File: config.mk
export PLATFORM = sky130hd
export DESIGN_NAME = ncl_sync_sink
export DESIGN_NICKNAME = d
export VERILOG_FILES = /design/src/rtl/ncl_sync_pkg.sv /design/src/rtl/ncl_rail_sync.sv /design/src/rtl/ncl_sync_sink.sv
export SDC_FILE = /design/constraint.sdc
export NUM_CORES = 1
export LEC_CHECK = 0
export CORE_MARGIN = 10
export CORE_UTILIZATION = 30
export CTS_BUF_LIST = sky130_fd_sc_hd__clkbuf_8
export DETAILED_ROUTE_END_ITERATION = 7
export SYNTH_ARGS = -nofsm -noshare
export SYNTH_HDL_FRONTEND = slang
export SYNTH_SLANG_ARGS = --single-unit
File: constraint.sdc
create_clock -name clk -period 2.61 [get_ports clk]
set_clock_uncertainty 0.15 [all_clocks]
set_input_delay 0.3915 -clock clk [delete_from_list [all_inputs] [get_ports clk]]
set_output_delay 0.3915 -clock clk [all_outputs]
set_load 0.05 [all_outputs]
File: src/rtl/ncl_sync_pkg.sv
// Shared types and constants for the NCL-to-synchronous sink.
package ncl_sync_pkg;

  localparam int RAIL1 = 1;
  localparam int RAIL0 = 0;
  localparam int CNT_W = 3;

  typedef enum logic [1:0] {
    ST_WAIT_DATA = 2'b00,
    ST_HOLD      = 2'b01,
    ST_WAIT_NULL = 2'b10
  } state_t;

  typedef enum logic [1:0] {
    CLS_PARTIAL = 2'b00,
    CLS_DATA    = 2'b01,
    CLS_NULL    = 2'b10,
    CLS_ILLEGAL = 2'b11
  } cls_t;

endpackage

File: src/rtl/ncl_rail_sync.sv
// Two-flop synchronizer, one chain per rail, async active-low clear.
module ncl_rail_sync #(
  parameter int W = 4
) (
  input  logic         clk,
  input  logic         init_n,
  input  logic [W-1:0] d,
  output logic [W-1:0] q
);

  logic [W-1:0] meta;

  always_ff @(posedge clk or negedge init_n) begin
    if (!init_n) begin
      meta <= '0;
      q    <= '0;
    end else begin
      meta <= d;
      q    <= meta;
    end
  end

endmodule

File: src/rtl/ncl_sync_sink.sv
// Accepts dual-rail NCL wavefronts, delivers them as a valid/ready binary word
// and drives the NCL completion signal back to the producing stage.
//
// state        | meaning
// WAIT_DATA    | counting identical DATA_COMPLETE samples, dout_comp=0
// HOLD         | word presented on out_data/out_valid, din ignored
// WAIT_NULL    | dout_comp=1, counting NULL_COMPLETE samples
module ncl_sync_sink
  import ncl_sync_pkg::*;
#(
  parameter int WIDTH  = 2,
  parameter int STABLE = 2
) (
  input  logic               clk,
  input  logic               init_n,
  input  logic [2*WIDTH-1:0] din,
  output logic               dout_comp,
  output logic [WIDTH-1:0]   out_data,
  output logic               out_valid,
  input  logic               out_ready,
  output logic               err,
  output logic [15:0]        tokens
);

  localparam logic [CNT_W-1:0] STABLE_C = CNT_W'(STABLE);

  state_t             state_q, state_d;
  cls_t               cls;
  logic [2*WIDTH-1:0] sync_q, prev_q;
  logic [CNT_W-1:0]   dcnt_q, dcnt_d, ncnt_q, ncnt_d;
  logic [WIDTH-1:0]   cap_word, data_q;
  logic [15:0]        tok_q;
  logic               err_q;
  logic               capture, handshake, null_done;

  ncl_rail_sync #(.W(2*WIDTH)) u_sync (
    .clk    (clk),
    .init_n (init_n),
    .d      (din),
    .q      (sync_q)
  );

  function automatic cls_t classify(input logic [2*WIDTH-1:0] s);
    logic any_ill, all_one, all_zero;
    any_ill  = 1'b0;
    all_one  = 1'b1;
    all_zero = 1'b1;
    for (int i = 0; i < WIDTH; i++) begin
      if (s[2*i+RAIL1] && s[2*i+RAIL0]) any_ill = 1'b1;
      if (s[2*i+RAIL1] == s[2*i+RAIL0]) all_one = 1'b0;
      if (s[2*i+RAIL1] || s[2*i+RAIL0]) all_zero = 1'b0;
    end
    if (any_ill)       return CLS_ILLEGAL;
    else if (all_one)  return CLS_DATA;
    else if (all_zero) return CLS_NULL;
    else               return CLS_PARTIAL;
  endfunction

  always_comb begin
    cls = classify(sync_q);
    cap_word = '0;
    for (int i = 0; i < WIDTH; i++) cap_word[i] = prev_q[2*i+RAIL1];
  end

  // Counters and event strobes; prev_q holds the sample the data count refers to.
  always_comb begin
    dcnt_d    = '0;
    ncnt_d    = '0;
    capture   = 1'b0;
    handshake = 1'b0;
    null_done = 1'b0;
    case (state_q)
      ST_WAIT_DATA: begin
        if (dcnt_q == STABLE_C) begin
          capture = 1'b1;
        end else if (cls == CLS_DATA) begin
          dcnt_d = (sync_q == prev_q && dcnt_q != '0) ? dcnt_q + CNT_W'(1) : CNT_W'(1);
        end
      end
      ST_HOLD: handshake = out_valid && out_ready;
      ST_WAIT_NULL: begin
        if (cls == CLS_NULL) begin
          if (ncnt_q + CNT_W'(1) == STABLE_C) null_done = 1'b1;
          else                                ncnt_d    = ncnt_q + CNT_W'(1);
        end
      end
      default: ;
    endcase
  end

  always_ff @(posedge clk or negedge init_n) begin
    if (!init_n) state_q <= ST_WAIT_DATA;
    else         state_q <= state_d;
  end

  always_comb begin
    state_d = state_q;
    case (state_q)
      ST_WAIT_DATA: if (capture)   state_d = ST_HOLD;
      ST_HOLD:      if (handshake) state_d = ST_WAIT_NULL;
      ST_WAIT_NULL: if (null_done) state_d = ST_WAIT_DATA;
      default:                     state_d = ST_WAIT_DATA;
    endcase
  end

  always_comb begin
    out_valid = (state_q == ST_HOLD);
    dout_comp = (state_q == ST_WAIT_NULL);
    out_data  = data_q;
    tokens    = tok_q;
    err       = err_q;
  end

  always_ff @(posedge clk or negedge init_n) begin
    if (!init_n) begin
      dcnt_q <= '0;
      ncnt_q <= '0;
      prev_q <= '0;
      data_q <= '0;
      tok_q  <= '0;
      err_q  <= 1'b0;
    end else begin
      dcnt_q <= dcnt_d;
      ncnt_q <= ncnt_d;
      prev_q <= sync_q;
      if (cls == CLS_ILLEGAL) err_q <= 1'b1;
      if (capture) begin
        data_q <= cap_word;
        tok_q  <= tok_q + 16'd1;
      end
    end
  end

endmodule

**Run 1: the metal 1 layer**

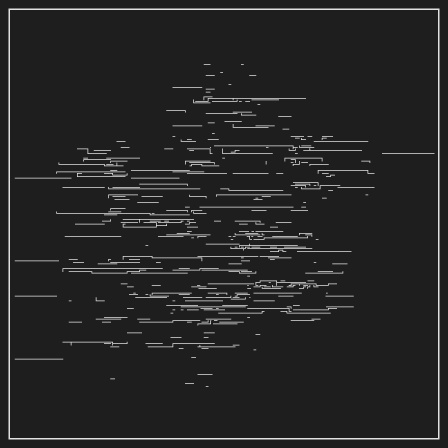
151 nets have wire on it. The longest straight run is 22.1 um. The layer carries 1440 um of wire.

**Run 1: cell sizes after repair**

The bar under the picture is 20 um long.
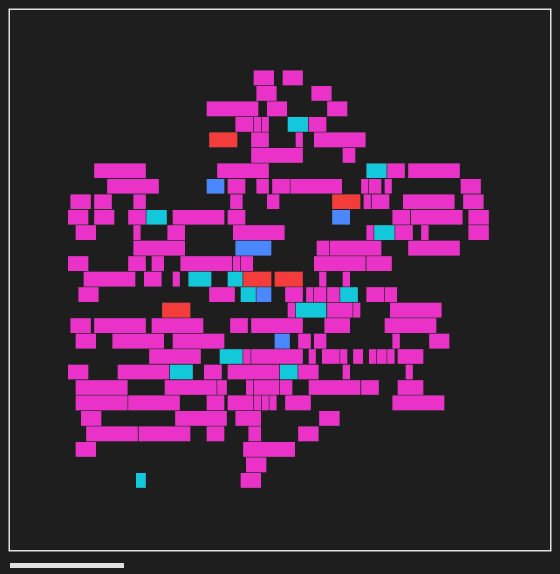
_6 and larger: shown in red, cells 5, most used clkbuf_8. _2 cells: shown in cyan, cells 13. _0 and _1 cells: shown in magenta, cells 146, most used dfrtp_1. _3 and _4 cells: shown in blue, cells 5, most used clkinv_4.

==> out/metrics.cfg, run 1 <==
[grt]
grt-ovfl-total = 0
grt_pass1_wl_um = 5060
grt_pass1_vias = 1069

[final_timing]
setup_viol = 0
finalMaxSlewViolations = 0
hold_slack_ns = 0.0536
rsz0062_at_grt = false
min_period_ns = 2.39

[flow_run]
drv_cap = 0

[layout]
antenna_cells = 0
final_area_sq_um = 2130
stdcell_count = 241

[clocking]
cts_buffers = 5
clk_latency_ns = 0.29
cts_hold_buf = 0
cts.sinks = 39
clk_pin_slew_ns = 0.09
post-cts-setup-buffers = 0
cts-root-buf = clkbuf_8

[synth]
ys_warn_count = 0
syn_area_sq_um = 1680
ys_seq_share_pct = 58.0
syn_avg_cell_area_sq_um = 12.6
yosys_area_sq_um = 1680
floorplan.nets = 151
yosys-top-cells-area = dfrtp_1 58%, ha_1 7.4%, xnor2_1 6.2%, xor2_1 4.7%, inv_1 2.5%

[place]
portBuffers = 27
place.gp.congestion = 0.752
dp_hpwl_um = 2230

[power_and_ir_drop]
peakVddDrop_mv = 0.271
leakage_nw = 0.984
p_clk_share_pct = 38.2
finalPower_mw = 1.08

[floorplanning]
row_count = 27
fp_util_pct = 30.7
core_sq_um = 5470

[outcome]
outcome = complete, no violations

[drt]
drtIter0Drc = 50
drtPass1Iterations = 4
wl_per_cell_um = 12.6
detail-route-antenna-nets = 0

[setup_path]
crit_fanout = 4
crit_type = flop to output port
crit_path_start_kind = flop
end_kind = output port

**Run 1: metal layers overlaid**

Only two layers are drawn.
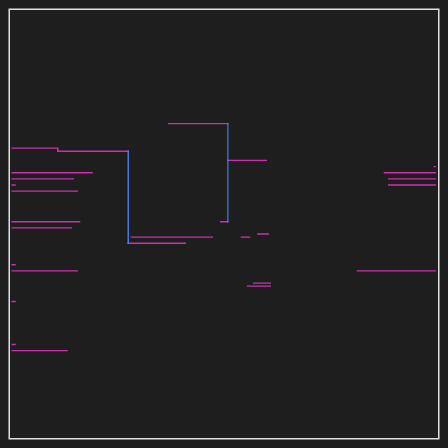
metal 3: shown in magenta, wire length 246 um. metal 4: shown in blue, wire length 42.2 um.

**Run 1: M2 wires**

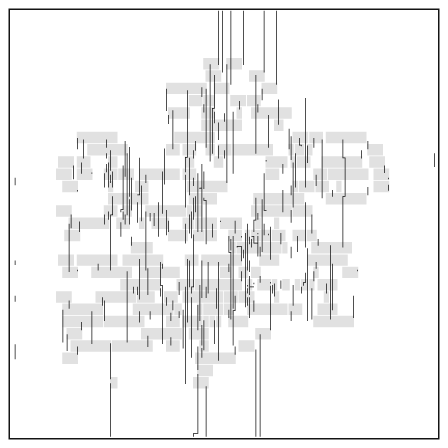
The wires run mostly vertical. The longest straight run is 26.2 um.

run 1: worst reg2reg max path, stage by stage (launching register included):
cell     delay (ns)
dfrtp_1        0.38
inv_1          0.10
ha_1           0.17
nor4b_2        0.44
buf_4          0.26
mux2_2         0.34
run 1: through the flow:
| step | setup slack (ns) | utilization [%] |
|---|---|---|
| after floorplan | 0.878 | - |
| after global placement | 0.540 | 37.2 |
| after detailed placement | 0.535 | 37.2 |
| after CTS | 0.199 | 38.9 |
| after global routing | 0.0952 | 38.9 |
| final | 0.220 | 38.9 |
run 1: cells by family (layout without fill, tap and decap cells):
group | count (synthesis) | in the layout | share of synthesized area [%]
muxes | 3 | 3 | 2.01
AOI/OAI and AO/OA | 3 | 3 | 1.56
and+or+nand+nor | 46 | 46 | 17.0
DFF | 39 | 39 | 58.0
buffers and inverters | 12 | 47 | 3.12
adders and majority gates | 10 | 10 | 7.43
xor gates and xnor gates | 21 | 21 | 10.9
run 1: area by class of cell:
type	count	area (sq um)
inverters	11	41.3
flip-flops and latches	39	976
well taps	72	90.1
multi-input cells	83	654
clock inverters	3	25.0
clock buffers	5	68.8
repair buffers	28	273
fillers	565	3340
run 1: state kept, by name, indices dropped and copies added, names as in the netlist:
| register | flops |
|---|---|
| state_q | 2 |
| u_sync.q | 4 |
| ncnt_q | 3 |
| out_data | 2 |
| err | 1 |
| prev_q | 4 |
| tokens | 16 |
| dcnt_q | 3 |
| u_sync.meta | 4 |
run 1: power by group through the flow:
stage	Clock [mW]	Sequential, mW	Combinational, mW
2_1_floorplan	0	0.635	0.0193
3_3_place_gp	0	0.635	0.0474
3_5_place_dp	0	0.635	0.0482
4_1_cts	0.434	0.623	0.0483
5_1_grt	0.459	0.625	0.0538
6_report	0.413	0.623	0.0464
run 1: synth_stat cells (all sizes together):
master and n:
nor2 9, nand2 8, xnor2 12, dfrtp 39, nand4 4, a22o 1, o2111ai 1, nor3 3
a21o 1, buf 1, inv 11, nand3 4, nor2b 2, and4 1, or3 1, nor4b 1
and2 4, and4b 1, and3 5, and2b 1, ha 10, xor2 9, nor4 2, mux2 3
run 1: final timing paths:
kind / from / depth (start not counted) / to / slack [ns]
worst max-delay path: state_q[1] / 2 / dout_comp / 0.22
worst min-delay path: init_n / 1 / u_sync.meta[0] / 0.05
worst max register to register: dcnt_q[0] / 5 / out_data[0] / 0.67
worst min register to register: u_sync.meta[0] / 0 / u_sync.q[0] / 0.20
max in group asynchronous: init_n / 1 / tokens[10] / 1.72
min in group clk: u_sync.meta[0] / 0 / u_sync.q[0] / 0.20
run 1: routing by layer:
metal  track usage [%]  routed length (um)
met5                 0                   0
met2              11.0                1300
met4              2.62                  42
met1              8.61                1440
met3              3.65                 245
==> run 1 -> run 2 <==
--- a/config.mk
+++ b/config.mk
@@ -11,4 +11,5 @@
 export DETAILED_ROUTE_END_ITERATION = 7
 export SYNTH_ARGS = -nofsm -noshare
 export SYNTH_HDL_FRONTEND = slang
+export SYNTH_HIERARCHICAL = 1
 export SYNTH_SLANG_ARGS = --single-unit
**Run 2: the metal 1 layer**

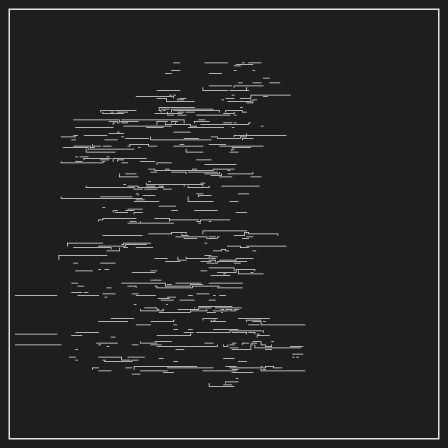
The layer holds 44% of the routed length. 164 nets have wire on it. The longest straight run is 17.9 um. The wires run mostly horizontal.

==> run 2 against run 1 <==
Combinational power fell by 2%. Maximum frequency decreased by 1.1%. Clock-buffer cell count did not move. Flip-flop count did not move. Die area decreased by 0.94%. Via count is 2.4% lower. Largest power group unchanged. Critical path type unchanged. Wire length grew 3.1%. Cell count is 1.2% lower. Non-clock buffer count stayed put. Area after synthesis shrank 1.2%.
==> out/metrics.cfg, run 2 <==
[power_and_ir_drop]
leakage_nw = 0.950  ; -3.5%
peakVddDrop_mv = 0.336  ; +24%

[setup_path]
end_kind = output port
crit_fanout = 4  ; unchanged
crit_type = flop to output port
reg2regPathDepth = 6  ; +1

[floorplanning]
core_sq_um = 5440  ; -0.62%
fp_util_pct = 30.6  ; -0.18 points

[synth]
yosysMostFrequentCell = dfrtp_1
top_cells_by_count = 39 x dfrtp_1, 16 x xnor2_1, 10 x ha_1, 10 x nand3_1
syn_area_sq_um = 1660  ; -1.2%
yosys-top-cells-area = dfrtp_1 59%, xnor2_1 8.4%, ha_1 7.5%, nand3_1 3.0%, xor2_1 2.6%
flop_cell = dfrtp_1
ys_warn_count = 6  ; +6
ys_seq_share_pct = 58.7  ; +0.70 points
edf_count = 0  ; unchanged
syn_avg_cell_area_sq_um = 12.7  ; +1.1%
yosys_area_sq_um = 1660  ; -1.2%

[clocking]
cts-root-buf = clkbuf_8
cts_hold_buf = 0  ; unchanged
cts.sinks = 39  ; unchanged
clk_latency_ns = 0.29  ; about the same

[drt]
drtIter0Drc = 42  ; -16%
detail-route-antenna-nets = 0  ; unchanged

[place]
place.gp.congestion = 0.769  ; +2.2%

[grt]
grt-ovfl-total = 0  ; unchanged
grt_pass1_vias = 1129  ; +5.6%
grt_pass1_wl_um = 5600  ; +10%

[outcome]
outcome = complete, no violations

[final_timing]
min_period_ns = 2.42  ; +0.0262 ns
setup_viol = 0  ; unchanged
rsz0062_at_grt = false

[layout]
largest_reg_flops = 16  ; unchanged
antenna_cells = 0  ; unchanged

**Run 2: metal layers overlaid**

Only two layers are drawn.
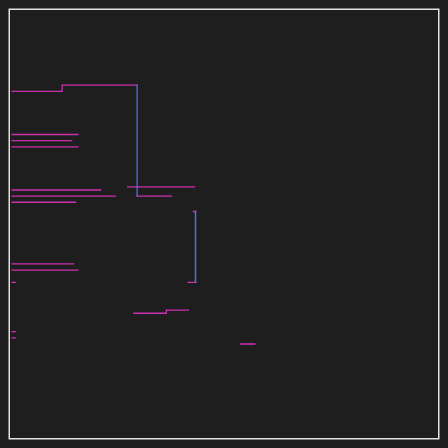
metal 4: shown in blue, wire length 40.1 um. metal 3: shown in magenta, wire length 198 um.

-- run 2: worst max path at each step --
stage | start | end | slack [ns]
after global placement | state_q[1] | dout_comp | 0.57
after detailed placement | state_q[1] | dout_comp | 0.50
after global routing | state_q[1] | dout_comp | 0.09
after floorplan | dcnt_q[0] | tokens[6] | 0.75
final | state_q[1] | dout_comp | 0.19
after CTS | state_q[1] | dout_comp | 0.18
-- run 2: routing by layer --
| layer | track usage [%] | up-vias | part of all wire [%] |
|---|---|---|---|
| met2 | 12.1 | 20 | 48 |
| met1 | 9.06 | 492 | 44 |
| li1 | - | 507 | - |
| met3 | 3.81 | 4 | 6.3 |
| met4 | 3.62 | 0 | 1.3 |
| met5 | 0 | - | 0 |
-- run 2: through the flow --
| stage | instances | power [mW] | cell area [sq um] | setup slack, ns | utilization [%] |
|---|---|---|---|---|---|
| final | 238 | 1.07 | 2100 | 0.194 | 38.7 |
| after CTS | 238 | 1.09 | 2100 | 0.184 | 38.7 |
| after floorplan | 131 | 0.655 | 1660 | 0.747 | - |
| after global routing | 238 | 1.12 | 2100 | 0.0880 | 38.7 |
| after global placement | 230 | 0.680 | 2010 | 0.566 | 37.0 |
| after detailed placement | 230 | 0.683 | 2010 | 0.504 | 37.0 |
-- run 2: power breakdown --
| group | switching [mW] | internal (mW) | total [mW] | leakage [nW] |
|---|---|---|---|---|
| clock network | 0.218 | 0.186 | 0.404 | 0.0402 |
| registers | 0.00833 | 0.615 | 0.623 | 0.511 |
| logic | 0.0264 | 0.0193 | 0.0457 | 0.399 |
-- run 2: cells by family (layout without fill, tap and decap cells) --
| kind of cell | Yosys count | count (layout) | share of synthesized area, % |
|---|---|---|---|
| muxes | 3 | 3 | 2.03 |
| DFF | 39 | 39 | 58.7 |
| adders and majority gates | 10 | 10 | 7.52 |
| xor gates and xnor gates | 21 | 21 | 11.1 |
| AOI/OAI and AO/OA | 3 | 3 | 1.58 |
| and+or+nand+nor | 45 | 45 | 16.4 |
| buffers and inverters | 10 | 45 | 2.71 |
-- run 2: cell type report --
type	count	area (sq um)
tap	72	90.1
sequential	39	976
clock buffer	5	68.8
inverter	9	33.8
fill	501	3340
timing repair buffer	28	273
multi-input combinational	82	642
clock inverter	3	20.0
-- run 2: worst max-delay path, cell delays in order (launching register included) --
cell             delay [ns]
dfrtp_1                0.43
nor2b_1                0.29
clkdlybuf4s50_1        0.87
==> run 2 -> run 3 <==
--- a/config.mk
+++ b/config.mk
@@ -8,7 +8,9 @@
 export CORE_MARGIN = 10
 export CORE_UTILIZATION = 30
 export CTS_BUF_LIST = sky130_fd_sc_hd__clkbuf_8
+export CTS_CLUSTER_SIZE = 30
 export DETAILED_ROUTE_END_ITERATION = 7
+export SLEW_MARGIN = 20
 export SYNTH_ARGS = -nofsm -noshare
 export SYNTH_HDL_FRONTEND = slang
 export SYNTH_HIERARCHICAL = 1
**Run 3: cell sizes after repair**

The bar under the picture is 20 um long.
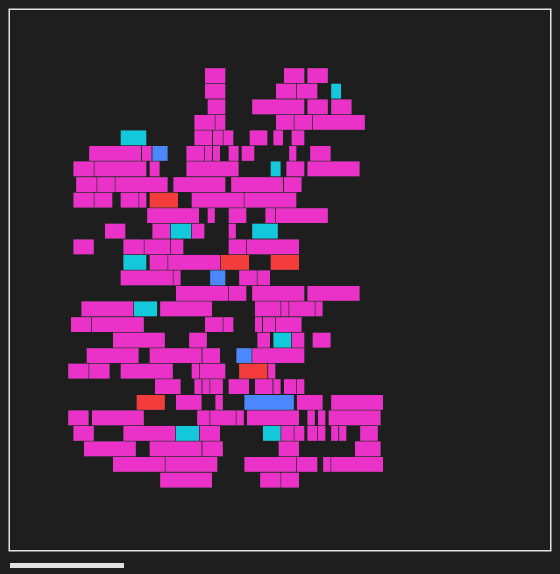
_2 cells: shown in cyan, cells 10, most used mux2_2. _6 and larger: shown in red, cells 5, most used clkbuf_8. _0 and _1 cells: shown in magenta, cells 147, most used dfrtp_1. _3 and _4 cells: shown in blue, cells 4, most used clkinvlp_4.

==> run 3 against run 2 <==
Sequential power barely moved. Critical path type unchanged. Combinational power is essentially flat. Flip-flop count unchanged. Utilization stayed put. Worst setup slack stayed put. Sequential share of layout area unchanged. Via count did not move. Synthesized cell count unchanged. Largest power group unchanged. Highest routed layer unchanged.
==> out/metrics.cfg, run 3 <==
[clocking]
cts-root-buf = clkbuf_8
clk_latency_ns = 0.29  ; about the same
cts.sinks = 39  ; unchanged
cts_hold_buf = 0  ; unchanged

[grt]
grt_pass1_wl_um = 5600  ; unchanged
grt_pass1_vias = 1129  ; unchanged

[power_and_ir_drop]
leakage_nw = 0.950  ; unchanged
peakVddDrop_mv = 0.336  ; unchanged
finalPower_mw = 1.07  ; unchanged

[synth]
syn_area_sq_um = 1660  ; unchanged
yosysMostFrequentCell = dfrtp_1
yosys-top-cells-area = dfrtp_1 59%, xnor2_1 8.4%, ha_1 7.5%, nand3_1 3.0%, xor2_1 2.6%
top_cells_by_count = 39 x dfrtp_1, 16 x xnor2_1, 10 x ha_1, 10 x nand3_1
ys_seq_share_pct = 58.7  ; unchanged
edf_count = 0  ; unchanged
ys_warn_count = 6  ; unchanged
flop_cell = dfrtp_1
syn_avg_cell_area_sq_um = 12.7  ; unchanged
yosys_area_sq_um = 1660  ; unchanged

[setup_path]
crit_type = flop to output port
end_kind = output port
crit_fanout = 4  ; unchanged

[final_timing]
setup_viol = 0  ; unchanged
fin_ws_ns = 0.194  ; unchanged
worst_pin_slew_ns = 0.850
min_period_ns = 2.42  ; unchanged
rsz0062_at_grt = false
fin_crit_sh_pct = 92.6
slew_headroom_pct = 43.3

[place]
postPlaceCellArea_sq_um = 2010  ; unchanged
place_inst = 230  ; unchanged
preCtsSetupSlack_ns = 0.504  ; unchanged
place.gp.congestion = 0.769  ; unchanged

[layout]
final_area_sq_um = 2100  ; unchanged
fin_util_pct = 38.7  ; unchanged
fillers = 501  ; unchanged
largest_reg_flops = 16  ; unchanged
antenna_cells = 0  ; unchanged
stdcell_count = 238  ; unchanged

[drt]
drtIter0Drc = 42  ; unchanged
detail-route-antenna-nets = 0  ; unchanged

[outcome]
outcome = complete, no violations

[floorplanning]
die_area_sq_um = 8920
core_sq_um = 5440  ; unchanged
fp_util_pct = 30.6  ; unchanged

**Run 3: the metal 1 layer**

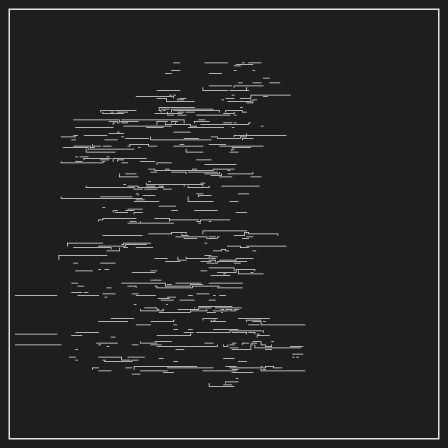
The layer carries 1380 um of wire. The layer holds 44% of the routed length. The longest straight run is 17.9 um.

==> run 3: cell counts after synthesis <==
Identical to the previous run, type by type.
==> run 3: area by class of cell <==
class	instances	area, sq um	area share, %
timing repair buffer	28	273	13.0
sequential	39	976	46.4
clock buffer	5	68.8	3.27
tap	72	90.1	4.28
multi-input combinational	82	642	30.5
inverter	9	33.8	1.61
clock inverter	3	20.0	0.952
==> run 3: worst paths after layout <==
path | start | endpoint | slack (ns) | cells after the start
setup reg to reg | dcnt_q[0] | tokens[12] | 0.71 | 6
setup / recovery | state_q[1] | dout_comp | 0.19 | 2
hold / removal | init_n | tokens[14] | 0.05 | 1
max in group asynchronous | init_n | u_sync/meta[0] | 1.72 | 1
min in group clk | u_sync/meta[2] | u_sync/q[2] | 0.20 | 0
hold reg to reg | u_sync/meta[2] | u_sync/q[2] | 0.20 | 0
==> run 3: cells by family after synthesis <==
logic type | share of synthesized area [%]
AOI/OAI and AO/OA | 1.58
adders and majority gates | 7.52
buffers and inverters | 2.71
and+or+nand+nor | 16.4
xor gates and xnor gates | 11.1
muxes | 2.03
DFF | 58.7
==> run 3: layer usage <==
layer  track usage (%)  vias up  part of all wire [%]
li1                  -      507                     -
met1              9.06      492                    44
met2              12.1       20                    48
met3              3.81        4                   6.3
met4              3.62        0                   1.3
met5                 0        -                     0
==> run 3: where the power goes <==
group / internal (mW) / switching, mW / total (mW)
clock network: 0.186 / 0.218 / 0.404
logic: 0.0193 / 0.0264 / 0.0457
registers: 0.615 / 0.00833 / 0.623
total: 0.820 / 0.253 / 1.07
==> run 3: worst max-delay path, cell delays in order, from the launching register on <==
cell and delay (ns):
dfrtp_1 0.43, nor2b_1 0.29, clkdlybuf4s50_1 0.87
Power figures rest on the tool's default switching activity, not on a simulated workload.
